==> config.mk <==
export PLATFORM = sky130hd
export DESIGN_NAME = psu_tach_monitor
export DESIGN_NICKNAME = d
export VERILOG_FILES = /design/src/rtl/psu_tach_monitor.sv
export SDC_FILE = /design/constraint.sdc
export NUM_CORES = 1
export LEC_CHECK = 0
export CAP_MARGIN = 30
export CORE_ASPECT_RATIO = 1.1
export CORE_MARGIN = 4
export CORE_UTILIZATION = 25
export DETAILED_ROUTE_END_ITERATION = 6
export GPL_ROUTABILITY_DRIVEN = 0
export PLACE_DENSITY = 0.5
export SLEW_MARGIN = 25
export SYNTH_ARGS = -nofsm -noshare
export SYNTH_HDL_FRONTEND = slang
export SYNTH_SLANG_ARGS = --single-unit
export TNS_END_PERCENT = 10
==> constraint.sdc <==
create_clock -name SlowClock -period 2.9 [get_ports SlowClock]
set_input_delay 0.58 -clock SlowClock [delete_from_list [all_inputs] [get_ports SlowClock]]
set_output_delay 0.58 -clock SlowClock [all_outputs]
set_load 0.05 [all_outputs]
The metal 3 layer:
Scale: 4 px per µm.
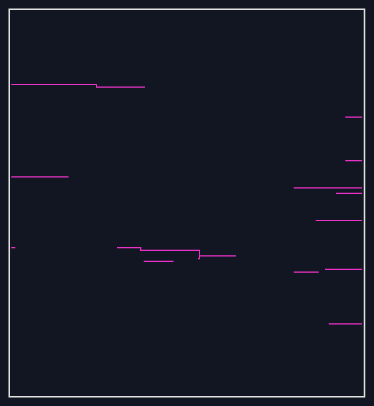
share of all routed wire	4.6%
longest straight run	21.2 µm
main direction	horizontal
wire length on this layer	153 µm
total wirelength of the detailed-routed design: 3320 µm
met3 track demand over resource: 0.0280

Routed metal per tile:
Scale: 4 px per µm. 18 x 19 tiles, from black (low) to pale yellow (high), scaled to the fullest tile. Values are wire area over tile area, all layers added.
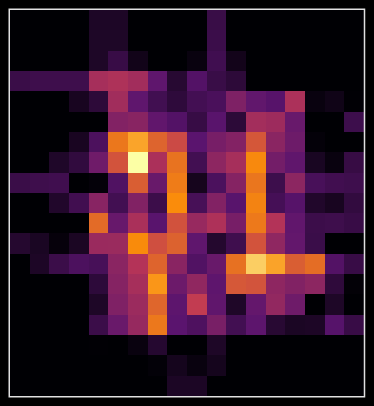
nearly empty tiles	41%
tiles over half the peak	9.6%
mean over tiles	0.061
fullest tile	0.35
densest ninth of the die	middle
emptiest ninth of the die	bottom left
vias after detailed routing: 1,191
total routing usage reported by global routing: 0.0907
average wire per cell in the routed design: 12.5 µm

Sequential cells grouped by signal name:
Scale: 4 px per µm. Other sequential cells in the stronger gray, the rest of the logic in the fainter gray.
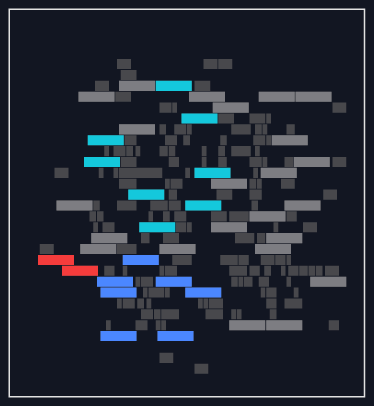
name in the netlist	color	flops
`win_q`	blue	7
`sync_q`	red	2
`cnt_q`	cyan	8
not colored	23
proportion of cell area occupied by registers: 0.467
area taken by flip-flops and latches: 1000 µm²

==> flow_summary.json <==
{
  "outcome": "finished clean",
  "reg2reg_setup_slack_ps": 1110,
  "row_count": 32,
  "first_global_vias": 1211,
  "critical_path_depth": 4,
  "wl_met2_um": 1580,
  "p_comb_frac": 0.034,
  "post-route-cell-area_um2": 2140,
  "count_of_tool_warnings": 26,
  "critical_path_arrival_ps": 2240,
  "post-route-min-period_ps": 2070,
  "dominant_power_group": "registers",
  "antenna_violating_nets_post_route": 0,
  "synth_warnings": 0,
  "routed_wl_met3_um": 153,
  "grtUsageMet2": 0.136,
  "synthesis.area_um2": 1780,
  "power_density_over_cell_area_nw_per_um2": 516,
  "syn_nets": 169,
  "layout_top_cells_excl_fill_tap": "dfrtp_1, nor2_1, clkdlybuf4s50_1",
  "total_congestion_overflow": 0,
  "area_growth_syn_to_layout_pct": 20.5,
  "yosys_most_used_dff": "dfrtp_1",
  "fin_tns_setup_ps": 0,
  "tcrit_tclk_final": 0.715,
  "synth_cells": 159,
  "dp_hpwl_um": 2260,
  "worst_path_max_delay_cell": "clkdlybuf4s50_1",
  "slew_headroom": 0.578,
  "area_of_the_core_um2": 6970,
  "clock_power_share": 0.448,
  "ys_chip_area_um2": 1780,
  "power_in_combinational_cells_uw": 37.3,
  "enable_flop_cells": 0,
  "wire_length_of_the_first_global_routing_pass_um": 5850,
  "ctsLongestPathBuffers": 2,
  "clock_insertion_delay_at_the_later_pin_of_the_skew_report_ps": 280,
  "critPathLaunchType": "input port",
  "hold_slack_ps": 257,
  "root_buffer": "clkbuf_8",
  "asyncSetResetFlopFracSynth": 1.00,
  "worst_ir_drop_vdd_v": 0.000247,
  "r2r_cells": 7,
  "finClkSkew_ps": 4.73,
  "power.sequential.fraction": 0.518,
  "post_route_cells_drive_above_1_share": 0.100,
  "die-area_um2": 8530,
  "net-switching-power_uw": 222,
  "finish.net_count": 189,
  "die_x_um": 88.4,
  "top_layer_used": "met4",
  "place_area_um2": 2010,
  "ys_seq_share": 0.563,
  "max_freq_mhz": 483,
  "clk_pin_slew_worst_paths_ps": 80,
  "die_height_um": 96.5,
  "path_max_fanout": 12,
  "post_synth_most_frequent_cells": "dfrtp_1, nor2_1, nand3_1, nand2_1",
  "cell_types_with_the_largest_area_share_after_synthesis": "dfrtp_1, nor2_1, xor2_1",
  "cts_tree": "done",
  "synth_dominant_cell_count": "dfrtp_1",
  "synth.ff_latch_count": 40,
  "top_usage_layer": "met2",
  "layout_top_cell": "dfrtp_1",
  "sw_frac_of_total": 0.201,
  "cts-buffers-inserted": 5,
  "gr-usage-met1": 0.116,
  "p_int_uw": 883,
  "hold_viol": 0,
  "setup.worst_path.class": "input port to register",
  "crit_chain": "clkdlybuf4s50_1 -> o21a_1 -> nand4_2 -> mux2_1",
  "clk-power_uw": 495,
  "cellLeakagePower_nw": 0.963,
  "setup_viol": 0,
  "hold_class": "input port to async pin",
  "worst_slew_pin_slew_ps": 627,
  "post_synth_num_cell_types": 34,
  "cell_type_with_the_largest_total_area": "dfrtp_1",
  "drv_cap": 0,
  "post-route-drc-count": 0,
  "synth_stat.cells": 159,
  "synthDominantCellAreaShare": 0.563,
  "drt-pass1-iter-count": 4,
  "avgViaCountPerCell": 4.49
}
==> cell families after synthesis <==
kind of cell	after synthesis	synth area share
compound gates	19	0.0703
simple gates	62	0.182
buf+inv	13	0.0387
fa+ha+maj	5	0.0352
flops	40	0.563
mux	9	0.0570
xor+xnor	11	0.0542
==> stage by stage <==
| step | instances | power, mW | setup WS [ps] |
|---|---|---|---|
| floorplan | 159 | 0.599 | 1240 |
| global placement | 257 | 0.622 | 509 |
| detailed placement | 257 | 0.623 | 486 |
| CTS | 265 | 1.13 | 806 |
| global route | 265 | 1.16 | 706 |
| finish | 265 | 1.11 | 827 |
==> layout make-up <==
type,count,area (µm²)
Fill cell,733,4820
Sequential cell,40,1000
Multi-Input combinational cell,106,709
Timing Repair Buffer,18,170
Tap cell,85,106
Clock buffer,7,96.3
Clock inverter,1,30.0
Inverter,8,30.0
No activity file was given, so power comes from the tool's default toggle rates.
